## config.mk

```make
export PLATFORM = sky130hd
export DESIGN_NAME = quad_lane_accumulator
export DESIGN_NICKNAME = d
export VERILOG_FILES = /design/src/rtl/quad_lane_accumulator.sv
export SDC_FILE = /design/constraint.sdc
export NUM_CORES = 1
export LEC_CHECK = 0
export ABC_CLOCK_PERIOD_IN_PS = 5400
export CAP_MARGIN = 20
export CORE_UTILIZATION = 50
export CTS_CLUSTER_SIZE = 12
export DETAILED_ROUTE_END_ITERATION = 10
export PLACE_DENSITY = 0.88
export SETUP_SLACK_MARGIN = 0.1
export SYNTH_ARGS = -nofsm -noshare
export SYNTH_HDL_FRONTEND = slang
export SYNTH_SLANG_ARGS = --single-unit
```

## constraint.sdc

```tcl
create_clock -name clk -period 5.4 [get_ports clk]
set_clock_uncertainty 0.15 [all_clocks]
set_input_delay 1.08 -clock clk [delete_from_list [all_inputs] [get_ports clk]]
set_output_delay 1.08 -clock clk [all_outputs]
set_load 0.1 [all_outputs]
```

## src/rtl/quad_lane_accumulator.sv

```systemverilog
// Four-lane 32-bit accumulator: sums BEATS handshaked beats per frame, then holds the
// per-lane result, sticky carry and one-shot scale flag until downstream accepts it.

module qla_lane #(
  parameter bit SCALE_EN = 1'b1
) (
  input  logic        clk,
  input  logic        rst,
  input  logic        clr,
  input  logic        en,
  input  logic [31:0] op_in,
  output logic [31:0] acc,
  output logic        carry,
  output logic        scaled
);
  logic [31:0] op;
  logic [32:0] sum;

  // Once a lane has halved itself, later operands are halved to stay on the same scale.
  always_comb begin
    op  = scaled ? {1'b0, op_in[31:1]} : op_in;
    sum = {1'b0, acc} + {1'b0, op};
  end

  always_ff @(posedge clk or posedge rst) begin
    if (rst) begin
      acc    <= '0;
      carry  <= 1'b0;
      scaled <= 1'b0;
    end else if (clr) begin
      acc    <= '0;
      carry  <= 1'b0;
      scaled <= 1'b0;
    end else if (en) begin
      if (!sum[32]) begin
        acc <= sum[31:0];
      end else if (SCALE_EN && !scaled) begin
        acc    <= sum[32:1];
        scaled <= 1'b1;
      end else begin
        acc   <= sum[31:0];
        carry <= 1'b1;
      end
    end
  end
endmodule

module quad_lane_accumulator #(
  parameter int BEATS    = 4,
  parameter bit SCALE_EN = 1'b1
) (
  input  logic        clk,
  input  logic        rst,
  input  logic        start,
  input  logic        in_valid,
  output logic        in_ready,
  input  logic [31:0] a_in,
  input  logic [31:0] b_in,
  input  logic [31:0] c_in,
  input  logic [31:0] d_in,
  output logic [31:0] A,
  output logic [31:0] B,
  output logic [31:0] C,
  output logic [31:0] D,
  output logic        A32,
  output logic        B32,
  output logic        C32,
  output logic        D32,
  output logic        SRA,
  output logic        SRB,
  output logic        SRC,
  output logic        SRD,
  output logic        out_valid,
  input  logic        out_ready
);
  localparam int NUM_LANES = 4;
  localparam int VEC_W     = 32;
  localparam int CW        = $clog2(BEATS + 1);
  localparam logic [CW-1:0] LAST = CW'(BEATS - 1);

  typedef enum logic [1:0] {IDLE, ACCUM, HOLD} state_t;
  state_t state_q, state_d;

  logic [CW-1:0]                     cnt;
  logic                              clr, beat, last;
  logic [NUM_LANES-1:0][VEC_W-1:0]   lane_in, lane_acc;
  logic [NUM_LANES-1:0]              lane_c, lane_s;

  assign in_ready  = (state_q == ACCUM);
  assign out_valid = (state_q == HOLD);
  assign clr       = (state_q == IDLE) && start;
  assign beat      = in_ready && in_valid;
  assign last      = beat && (cnt == LAST);

  always_ff @(posedge clk or posedge rst) begin
    if (rst) state_q <= IDLE;
    else     state_q <= state_d;
  end

  always_comb begin
    state_d = state_q;
    case (state_q)
      IDLE:    if (start)     state_d = ACCUM;
      ACCUM:   if (last)      state_d = HOLD;
      HOLD:    if (out_ready) state_d = IDLE;
      default:                state_d = IDLE;
    endcase
  end

  always_ff @(posedge clk or posedge rst) begin
    if (rst)       cnt <= '0;
    else if (clr)  cnt <= '0;
    else if (beat) cnt <= cnt + 1'b1;
  end

  assign lane_in = {d_in, c_in, b_in, a_in};

  for (genvar l = 0; l < NUM_LANES; l++) begin : g_lane
    qla_lane #(.SCALE_EN(SCALE_EN)) u_lane (
      .clk    (clk),
      .rst    (rst),
      .clr    (clr),
      .en     (beat),
      .op_in  (lane_in[l]),
      .acc    (lane_acc[l]),
      .carry  (lane_c[l]),
      .scaled (lane_s[l])
    );
  end

  assign {D, C, B, A}         = lane_acc;
  assign {D32, C32, B32, A32} = lane_c;
  assign {SRD, SRC, SRB, SRA} = lane_s;
endmodule

```

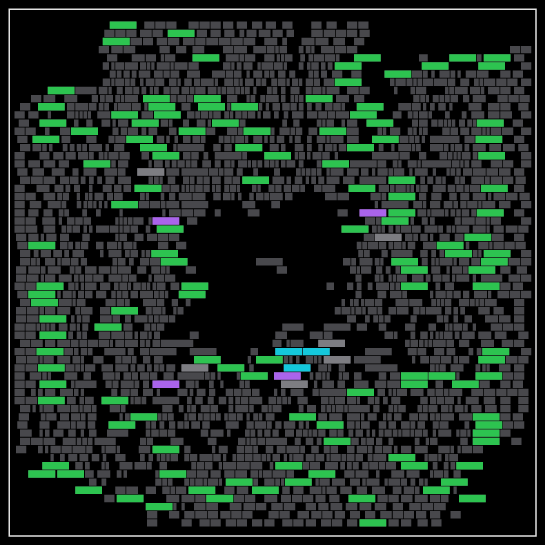
run_1/ff_map.png
Scale: 3 px per µm.
legend:
  purple:
    signal: g_lane.u_lane.carry
    flops: 4
  green:
    signal: g_lane.u_lane.acc
    flops: 128
    where: spread over the die
  cyan:
    signal: cnt
    flops: 3
not colored: 6

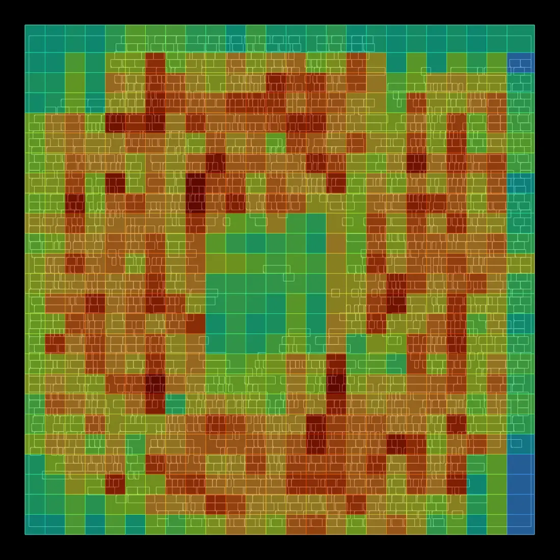
run_1/congestion_map.png
grt peak-use layer: met2
fraction of met1 tracks used by global routing: 37.09%
routed wire length per instance: 18.84 µm

==> results.txt, run 1 <==
Entry: Yosys synthesis followed by OpenROAD place and route.

Status:
- The flow ran to the end, and the final reports show no timing, DRC or antenna violations.

CTS:
- The run puts the maximum clock insertion buffer count at 2.
- The run gives the number of buffers created by CTS as 17.
- The run puts the number of buffers inserted by post-CTS setup repair at 0.
- The run gives the count of hold-fix buffers inserted at cts as 0.
- On the worst setup and hold paths after CTS, the clock-pin slew comes to 70 ps.
- The cell sitting at the root of the clock tree is a sky130_fd_sc_hd__clkbuf_16.

Critical path:
- Per STA, the startpoint of the critical path is d_in[1].

Global route:
- The run gives the wire length of the first global-routing pass as 73.11 mm.
- The run gives the maximum number of pins on one net before global-route repair as 117.
- For this run, the total global-route usage over all layers was measured as 28.91%.
- For this run the aggregate overflow at the end of global routing stands at 0.

Timing:
- The run gives the post-layout minimum cycle time as 4842 ps.
- The run puts the timing-limited maximum frequency at 0.2065 GHz.
- The run puts the number of failing setup endpoints in the final timing report at 0.
- The run puts the final hold slack at 370.0 ps.
- The run gives the period utilization as 89.67%.
- Looking at the max-slew report, the worst-margin pin has a slew of 1101 ps.
- Adding up every negative setup slack in the final design gives 0 ps.
- The run puts the final worst slack at 557.8 ps.

Synth:
- The run puts the multiplexer area fraction after synthesis at 13.19%.
- The run gives the number of enable-type register cells in the synthesized netlist as 0.
- By count the netlist is led by 187 x sky130_fd_sc_hd__nand2_1, 141 x sky130_fd_sc_hd__dfrtp_1, 136 x sky130_fd_sc_hd__a21oi_1, 130 x sky130_fd_sc_hd__ha_1, 122 x sky130_fd_sc_hd__mux2_2.
- Summing the areas of all and, or, nand and nor instances in the mapped netlist gives 16.86% of the synthesized area.
- The run gives the post-synth area from yosys stat as 14970 µm².
- The run puts the compound-gate portion of the synthesized area at 26.31%.

Final layout:
- The final layout report lists a filler cell count of 2363.
- The finished layout reports a core utilization of 63.87%.
- The run puts the count of inserted antenna diode cells at 0.

Floorplan:
- The die covers 30640 µm².

Place:
- The run puts the standard cell area after detailed placement at 17990 µm².
- The run puts the quantity of I/O buffers inserted on ports at 270.
- The run puts the final weighted congestion in routability-driven placement at 0.9203.

Min path:
- The launch point of the worst min-delay path is recorded as g_lane[1].u_lane.acc[7].
- Note that the worst hold path type here is reg -> reg.

Detailed routing:
- The run puts the final antenna-violating net count at 0.

Job:
- The run gives the number of violations of the max-capacitance limit as 0.
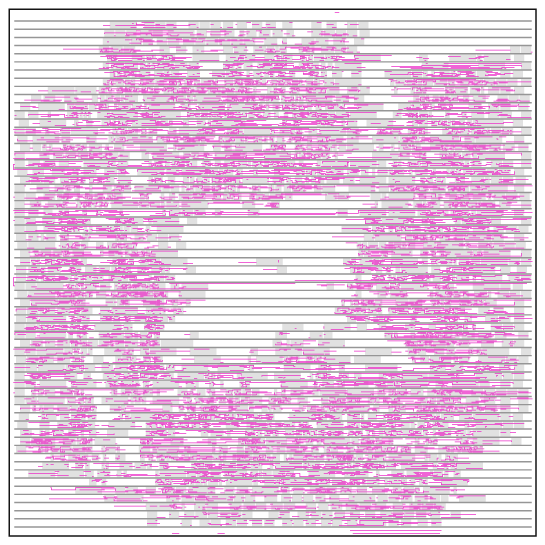
run_1/m1.png
Scale: 3 px per µm. Supply wires on this layer in gray.
nets with wire on the layer: 2064
share of all routed wire: 43%
main direction: horizontal

run 1: flip-flops by register name, summed over array words and instances (netlist names):
signal                cells
g_lane.u_lane.carry       4
state_q                   2
g_lane.u_lane.scaled      4
g_lane.u_lane.acc       128
cnt                       3
run 1: worst paths after layout:
kind,to,cells after the start
worst max-delay path,g_lane[3].u_lane.acc[23],14
worst min-delay path,g_lane[1].u_lane.acc[7],2
worst max register to register,g_lane[2].u_lane.acc[21],13
worst min register to register,g_lane[1].u_lane.acc[7],2
max in group asynchronous,g_lane[1].u_lane.acc[19],3
min in group asynchronous,g_lane[0].u_lane.acc[17],2
run 1: routing by layer:
layer  GRT usage [%]  wire length [µm]  vias to the layer above
met2           49.42             21480                      663
met3           5.309              3628                       83
met5               0                37                        -
met4           8.080               822                        6
li1                -                 -                     7145
met1           37.09             19210                     7225
run 1: critical path, cell delays in order:
cell and delay [ps]:
sky130_fd_sc_hd__clkdlybuf4s50_1 490, sky130_fd_sc_hd__mux2_2 150, sky130_fd_sc_hd__ha_1 160, sky130_fd_sc_hd__inv_1 60
sky130_fd_sc_hd__fa_1 390, sky130_fd_sc_hd__and2b_1 230, sky130_fd_sc_hd__o31a_1 220, sky130_fd_sc_hd__o2111ai_1 290
sky130_fd_sc_hd__a211oi_2 430, sky130_fd_sc_hd__o2111ai_1 270, sky130_fd_sc_hd__and3_1 270, sky130_fd_sc_hd__o21a_2 300
sky130_fd_sc_hd__nor2_2 390, sky130_fd_sc_hd__o311ai_0 210
run 1: layout make-up:
cell class | count | share of cell area (%)
multi-input combinational | 1505 | 58.58
clock inverter | 12 | 0.7475
clock buffer | 20 | 2.404
tap | 384 | 2.586
inverter | 44 | 0.9159
sequential | 141 | 18.99
timing repair buffer | 292 | 15.77
==> run 2, diff against run 1 <==
--- a/config.mk
+++ b/config.mk
@@ -15,3 +15,4 @@
 export SYNTH_ARGS = -nofsm -noshare
 export SYNTH_HDL_FRONTEND = slang
 export SYNTH_SLANG_ARGS = --single-unit
+export TNS_END_PERCENT = 100
==> constraint.sdc (replaced) <==
create_clock -name clk -period 5.4 [get_ports clk]
set_clock_uncertainty 0.15 [all_clocks]
set_input_delay 0.81 -clock clk [delete_from_list [all_inputs] [get_ports clk]]
set_output_delay 0.81 -clock clk [all_outputs]
set_load 0.1 [all_outputs]
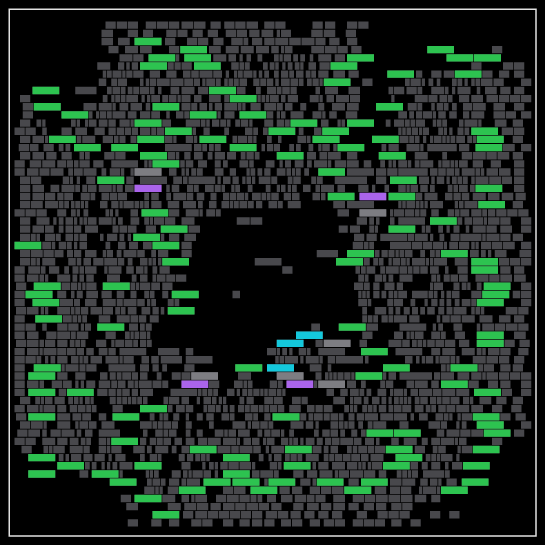
run_2/ff_map.png
Scale: 3 px per µm.
legend:
  purple:
    signal: g_lane.u_lane.carry
    flops: 4
    where: center
  green:
    signal: g_lane.u_lane.acc
    flops: 128
    where: spread over the die
  cyan:
    signal: cnt
    flops: 3
not colored: 6

==> results.txt, run 2 <==
Entry: Yosys synthesis followed by OpenROAD place and route.

Synth:
- Most used standard cells in the synthesized netlist: 187 x sky130_fd_sc_hd__nand2_1, 141 x sky130_fd_sc_hd__dfrtp_1, 136 x sky130_fd_sc_hd__a21oi_1, 130 x sky130_fd_sc_hd__ha_1, 122 x sky130_fd_sc_hd__mux2_2 (unchanged).
- The compound-gate portion of the synthesized area was 26.31% (unchanged).
- The run puts the sequential element share of the synthesized area at 23.56% (unchanged).
- The number of enable-type register cells in the synthesized netlist was 0 (unchanged).
- The run gives the simple-gate share of the synthesized area as 16.86% (unchanged).
- The multiplexer area fraction after synthesis is 13.19% (unchanged).

Timing:
- The run gives the timing-limited maximum frequency as 0.2206 GHz (was 0.2065 GHz).
- The run gives the post-layout minimum cycle time as 4534 ps (was 4842 ps).
- The run puts the number of failing setup endpoints in the final timing report at 0 (unchanged).
- The run gives the setup TNS as 0 ps (unchanged).
- The run gives the period utilization as 83.96% (was 89.67%).
- The slew of the pin with the lowest slew margin was 1121 ps (was 1101 ps).
- The run gives the final worst slack as 866.2 ps (was 557.8 ps).

Job:
- The run puts the warning total across the stage logs at 26 (was 28).
- The run gives the number of violations of the max-capacitance limit as 0 (unchanged).

Final layout:
- The run gives the number of ordinary inverters in the final layout as 44 (unchanged).
- The run gives the data-path buffer share of cell area in the final layout as 15.65% (was 15.77%).
- The run gives the register with the most flip-flops as g_lane.u_lane.acc (unchanged).
- The run puts the number of signal-net buffers in the layout at 292 (unchanged).
- The run gives the number of flip-flops in the largest register as 128 (unchanged).
- The run puts the multi-input gate count at 1505 (unchanged).
- The run puts the number of clock buffers in the layout at 20 (unchanged).
- The run gives the logic share of the area as 58.65% (was 58.58%).
- The count of inserted antenna diode cells was 2 (was 0).
- The share of cell area taken by flip-flops and latches came to 19.01% (was 18.99%).
- The run gives the layout sequential cell count as 141 (unchanged).

Detailed routing:
- The run gives the final antenna-violating net count as 0 (unchanged).
- The routed wire length on met2 was 21.88 mm (was 21.48 mm).
- The run gives the met1 wire length as 18.85 mm (was 19.21 mm).
- The top metal layer carrying routed signals is met5 (unchanged).
- The routed length on met3 was 3.815 mm (was 3.628 mm).

Critical path:
- The cell with the largest stage delay on the worst path was sky130_fd_sc_hd__dfrtp_1 (was sky130_fd_sc_hd__clkdlybuf4s50_1).
- The run puts the delay contributed by the slowest stage of the critical path at 850 ps (was 490 ps).
- The most frequent cell on the critical path was sky130_fd_sc_hd__a31oi_1 (was sky130_fd_sc_hd__o2111ai_1).
- The run gives the cell family contributing the most delay on the critical path as AND-OR/OR-AND gates (unchanged).
- Ordered cell list for the critical path: buf_4 > mux2_2 > ha_1 > nand2_1 > o21bai_1 > nor3_1 > o211ai_1 > a31oi_1 > o221ai_1 > xor2_1 > or2_2 > a31oi_1 (was clkdlybuf4s50_1 > mux2_2 > ha_1 > inv_1 > fa_1 > and2b_1 > o31a_1 > o2111ai_1 > a211oi_2 > o2111ai_1 > and3_1 > o21a_2 > nor2_2 > o311ai_0).
- The run puts the number of buffers and inverters on the critical path at 1 (was 2).

Place:
- The run puts the quantity of I/O buffers inserted on ports at 270 (unchanged).
- The final weighted congestion in routability-driven placement is 0.9456 (was 0.9203).
- The run puts the standard cell area after detailed placement at 17970 µm² (was 17990 µm²).

Global route:
- The run puts the wire length of the first global-routing pass at 74.28 mm (was 73.11 mm).
- The run puts the met1 layer usage reported by global route at 36.88% (was 37.09%).
- The run gives the met2 track demand over resource in global routing as 50.33% (was 49.42%).
- The run gives the total grt overflow as 0 (unchanged).
- The run gives the met3 global-route usage as 6.462% (was 5.309%).
- The run puts the aggregate global-route resource usage at 29.47% (was 28.91%).

CTS:
- The run gives the number of buffers inserted by post-CTS setup repair as 0 (unchanged).
- The clock transition at the registers of the reported paths is 70 ps (about the same).
- The run gives the count of hold-fix buffers inserted at cts as 0 (unchanged).
- The root buffer cell was sky130_fd_sc_hd__clkbuf_16 (unchanged).
- The run puts the maximum clock insertion buffer count at 2 (unchanged).

Status:
- Outcome: completed (unchanged).

Min path:
- The type of the worst min-delay path is reg -> reg (unchanged).

Floorplan:
- The chip footprint came to 30640 µm² (unchanged).
[run 2: worst reg2reg max path, cell delays in order (launching register included)]
cell and delay [ps]:
sky130_fd_sc_hd__dfrtp_1 850, sky130_fd_sc_hd__buf_4 370, sky130_fd_sc_hd__mux2_2 370, sky130_fd_sc_hd__ha_1 400, sky130_fd_sc_hd__nand2_1 100, sky130_fd_sc_hd__o21bai_1 160, sky130_fd_sc_hd__nor3_1 450, sky130_fd_sc_hd__o211ai_1 210
sky130_fd_sc_hd__a31oi_1 490, sky130_fd_sc_hd__o221ai_1 240, sky130_fd_sc_hd__xor2_1 200, sky130_fd_sc_hd__or2_2 290, sky130_fd_sc_hd__a31oi_1 180
[run 2: worst paths after layout]
path | start | endpoint | slack, ps | cells past startpoint
max in group asynchronous | rst | g_lane[1].u_lane.acc[29] | 3300 | 3
worst max register to register | g_lane[0].u_lane.scaled | g_lane[0].u_lane.acc[29] | 870 | 12
min in group asynchronous | rst | g_lane[0].u_lane.acc[16] | 730 | 2
worst min-delay path | g_lane[0].u_lane.acc[0] | g_lane[0].u_lane.acc[0] | 380 | 2
worst max-delay path | g_lane[0].u_lane.scaled | g_lane[0].u_lane.acc[29] | 870 | 12
worst min register to register | g_lane[0].u_lane.acc[0] | g_lane[0].u_lane.acc[0] | 380 | 2
[run 2: per-stage QoR]
step,utilization [%],cells,hold slack [ps]
floorplan,-,1790,356.1
global placement,61.77,2366,349.6
detailed placement,61.77,2366,362.5
CTS,63.78,2398,379.4
global route,63.78,2398,402.6
finish,63.80,2400,375.2
==> run 3, diff against run 2 <==
--- a/config.mk
+++ b/config.mk
@@ -5,7 +5,7 @@
 export SDC_FILE = /design/constraint.sdc
 export NUM_CORES = 1
 export LEC_CHECK = 0
-export ABC_CLOCK_PERIOD_IN_PS = 5400
+export ABC_CLOCK_PERIOD_IN_PS = 4200
 export CAP_MARGIN = 20
 export CORE_UTILIZATION = 50
 export CTS_CLUSTER_SIZE = 12
==> constraint.sdc (replaced) <==
create_clock -name clk -period 4.2 [get_ports clk]
set_clock_uncertainty 0.15 [all_clocks]
set_input_delay 0.63 -clock clk [delete_from_list [all_inputs] [get_ports clk]]
set_output_delay 0.63 -clock clk [all_outputs]
set_load 0.1 [all_outputs]
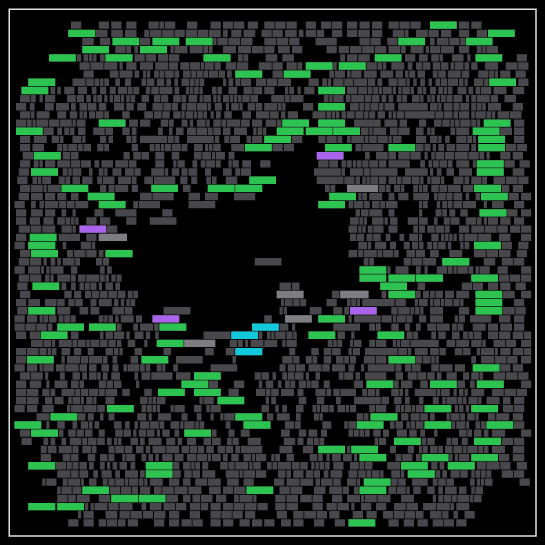
run_3/ff_map.png
Scale: 3 px per µm.
legend:
  purple:
    signal: g_lane.u_lane.carry
    flops: 4
  green:
    signal: g_lane.u_lane.acc
    flops: 128
    where: spread over the die
  cyan:
    signal: cnt
    flops: 3

==> results.txt, run 3 <==
Entry: Yosys synthesis followed by OpenROAD place and route.

Status:
- Outcome: completed (unchanged).

Final layout:
- Largest registers: g_lane.u_lane.acc x128, g_lane.u_lane.carry x4, g_lane.u_lane.scaled x4 (unchanged).
- Leading cell types in the layout, fill and taps excluded: 269 x sky130_fd_sc_hd__clkdlybuf4s50_1, 186 x sky130_fd_sc_hd__nand2_1, 137 x sky130_fd_sc_hd__dfrtp_1 (was 270 x sky130_fd_sc_hd__clkdlybuf4s50_1, 186 x sky130_fd_sc_hd__nand2_1, 141 x sky130_fd_sc_hd__dfrtp_1).
- The run gives the post-route core utilization as 66.34% (was 63.80%).
- The run puts the growth of design area from synthesis to finish at 28.88% (was 23.94%).
- The run gives the register with the most flip-flops as g_lane.u_lane.acc (unchanged).
- The non-filler instance count after layout is 2477 (was 2400).
- The final design area excluding fillers was 19300 µm² (was 18560 µm²).
- The run gives the most common cell after layout, fill and taps aside as sky130_fd_sc_hd__clkdlybuf4s50_1 (unchanged).
- The number of flip-flops in the largest register was 128 (unchanged).

Timing:
- The max-slew violation total from the final report is 0 (unchanged).
- The run gives the period utilization as 93.46% (was 83.96%).
- The run puts the setup TNS at 0 ps (unchanged).
- The run gives the final hold slack as 341.9 ps (was 375.2 ps).
- The number of failing setup endpoints in the final timing report came to 0 (unchanged).
- The run puts the post-layout minimum cycle time at 3925 ps (was 4534 ps).
- The run gives the slew of the pin with the lowest slew margin as 1063 ps (was 1121 ps).
- The final worst slack was 274.6 ps (was 866.2 ps).
- The timing-limited maximum frequency came to 0.2548 GHz (was 0.2206 GHz).

Global route:
- The run gives the total grt overflow as 0 (unchanged).
- The run gives the aggregate global-route resource usage as 29.12% (was 29.47%).
- The global routing's busiest layer is met2 (unchanged).
- The run puts the wire length of the first global-routing pass at 73.84 mm (was 74.28 mm).
- The via count of the first global-routing pass is 15030 (was 14950).
- The run gives the met1 layer usage reported by global route as 36.91% (was 36.88%).
- The met2 track demand over resource in global routing is 49.59% (was 50.33%).
- The run gives the maximum number of pins on one net before global-route repair as 142 (was 76).
- The number of antenna violations at the first check in global routing is 2 (was 4).
- The met3 global-route usage is 4.330% (was 6.462%).

Synth:
- The run puts the post-synthesis average cell area at 8.366 µm² (unchanged).
- The run puts the number of enable-type register cells in the synthesized netlist at 0 (unchanged).
- The run gives the number of instances in the synthesized netlist as 1790 (unchanged).
- The most numerous cell in the Yosys netlist is sky130_fd_sc_hd__nand2_1 (unchanged).
- The run gives the number of cells in Yosys stat as 1790 (unchanged).
- Most used standard cells in the synthesized netlist: 187 x sky130_fd_sc_hd__nand2_1, 141 x sky130_fd_sc_hd__dfrtp_1, 136 x sky130_fd_sc_hd__a21oi_1, 130 x sky130_fd_sc_hd__ha_1, 122 x sky130_fd_sc_hd__mux2_2 (unchanged).
- The sequential element share of the synthesized area is 23.56% (unchanged).
- The run puts the post-synth area from yosys stat at 14970 µm² (unchanged).
- The post-synthesis register bit count came to 141 (unchanged).
- The net count entering floorplan is 2057 (unchanged).
- The run puts the unique cell type count in the Yosys netlist at 84 (unchanged).
- Top post-synthesis cells by area: sky130_fd_sc_hd__dfrtp_1 24%, sky130_fd_sc_hd__ha_1 11%, sky130_fd_sc_hd__mux2_2 9.2% (unchanged).
- The run gives the area share of the largest cell type after synthesis as 23.56% (unchanged).

Detailed routing:
- The run gives the met1 wire length as 19.81 mm (was 18.85 mm).
- The post-detailed-route wirelength per cell came to 18.35 µm (was 19.04 µm).
- The run puts the final antenna-violating net count at 0 (unchanged).
- The run puts the routed wire length on met2 at 21.69 mm (was 21.88 mm).
- The run puts the routed length on met3 at 2.648 mm (was 3.815 mm).
- The run gives the ratio of routed vias to standard cells as 6.183 (was 6.378).
- The run gives the initial DRC count as 1155 (was 1386).
- The run gives the aggregate routed wire length as 45.45 mm (was 45.70 mm).
- The top metal layer carrying routed signals is met5 (unchanged).

Place:
- The run gives the final weighted congestion in routability-driven placement as 0.9307 (was 0.9456).
- The run puts the standard cell area after detailed placement at 18580 µm² (was 17970 µm²).
- The quantity of I/O buffers inserted on ports came to 270 (unchanged).
- The run puts the cell total after placement at 2439 (was 2366).

Job:
- The run gives the number of violations of the max-capacitance limit as 0 (unchanged).
- The run gives the warning total across the stage logs as 30 (was 26).

Critical path:
- The startpoint of the most critical register-to-register path was g_lane[0].u_lane.scaled (unchanged).
- The run puts the largest fanout on the critical path at 32 (was 15).
- The run gives the type of destination of the critical path as a register (unchanged).
- The critical path start-end classification was reg -> reg (unchanged).
- The setup slack of the worst register-to-register path came to 270 ps (was 870 ps).
- The termination of the worst setup path is g_lane[0].u_lane.acc[20] (was g_lane[0].u_lane.acc[29]).
- The run gives the required time of the critical path as 4370 ps (was 5590 ps).
- The capturing point of the worst reg2reg path is g_lane[0].u_lane.acc[20] (was g_lane[0].u_lane.acc[29]).
- The run puts the depth of the worst register-to-register path at 12 (unchanged).
- The run gives the start point of the critical path as g_lane[0].u_lane.scaled (unchanged).

Floorplan:
- The run gives the x dimension of the die as 175.1 µm (unchanged).
- The run gives the height of the chip as 175.1 µm (unchanged).
- The run gives the chip footprint as 30640 µm² (unchanged).

CTS:
- The run gives the count of hold-fix buffers inserted at cts as 0 (unchanged).
- The clock latency at the later pin of the worst-skew pair was 430 ps (about the same).
- The root buffer cell was sky130_fd_sc_hd__clkbuf_16 (unchanged).
- The run gives the TritonCTS clock tree as done (unchanged).
- The run gives the maximum clock insertion buffer count as 2 (unchanged).
- The clock transition at the registers of the reported paths is 60 ps (was 70 ps).
- The run puts the H-tree depth at 4 (unchanged).
- The number of buffers created by CTS is 17 (unchanged).
- The run gives the clock sink count as 141 (unchanged).

Min path:
- The run gives the worst hold path cell count as 1 (was 2).
- The type of the worst min-delay path was reg -> reg (unchanged).
- The run gives the worst hold endpoint as g_lane[0].u_lane.carry (was g_lane[0].u_lane.acc[0]).
- The startpoint of the lowest-slack hold path is g_lane[0].u_lane.carry (was g_lane[0].u_lane.acc[0]).
[run 3: cell counts after synthesis]
Identical to the previous run, type by type.
[run 3: critical path: stages (launching register included)]
cell	delay, ps
sky130_fd_sc_hd__dfrtp_2	450
sky130_fd_sc_hd__buf_12	230
sky130_fd_sc_hd__mux2_2	360
sky130_fd_sc_hd__ha_1	360
sky130_fd_sc_hd__o21ai_0	150
sky130_fd_sc_hd__o21a_1	190
sky130_fd_sc_hd__nor3_1	380
sky130_fd_sc_hd__o22ai_1	240
sky130_fd_sc_hd__o31ai_1	540
sky130_fd_sc_hd__a31oi_1	180
sky130_fd_sc_hd__xnor2_1	250
sky130_fd_sc_hd__mux2i_1	120
sky130_fd_sc_hd__o21ai_0	200
[run 3: kinds of logic (layout without fill, tap and decap cells)]
kind of cell,count (synthesis),count (layout),synth area share (%)
buffers and inverters,144,446,3.944
AND-OR/OR-AND,582,582,26.31
adder cells (fa/ha/maj),134,134,11.40
flip-flops,141,141,23.56
XOR/XNOR,81,81,4.738
other,0,1,0
AND/OR/NAND/NOR,526,526,16.86
multiplexers,182,182,13.19
[run 3: area by class of cell]
| cell class | count | area, µm² |
|---|---|---|
| Tap cell | 384 | 480.5 |
| Fill cell | 2308 | 9792 |
| Clock buffer | 18 | 439.2 |
| Clock inverter | 14 | 157.7 |
| Inverter | 44 | 168.9 |
| Timing Repair Buffer | 370 | 3566 |
| Antenna cell | 1 | 2.502 |
| Multi-Input combinational cell | 1505 | 10950 |
| Sequential cell | 141 | 3538 |
[run 3: repair_timing]
action                                  4_1_cts  5_1_grt
gates resized                                 0       17
buffers inserted                              0        5
endpoints found under the setup margin        0       65
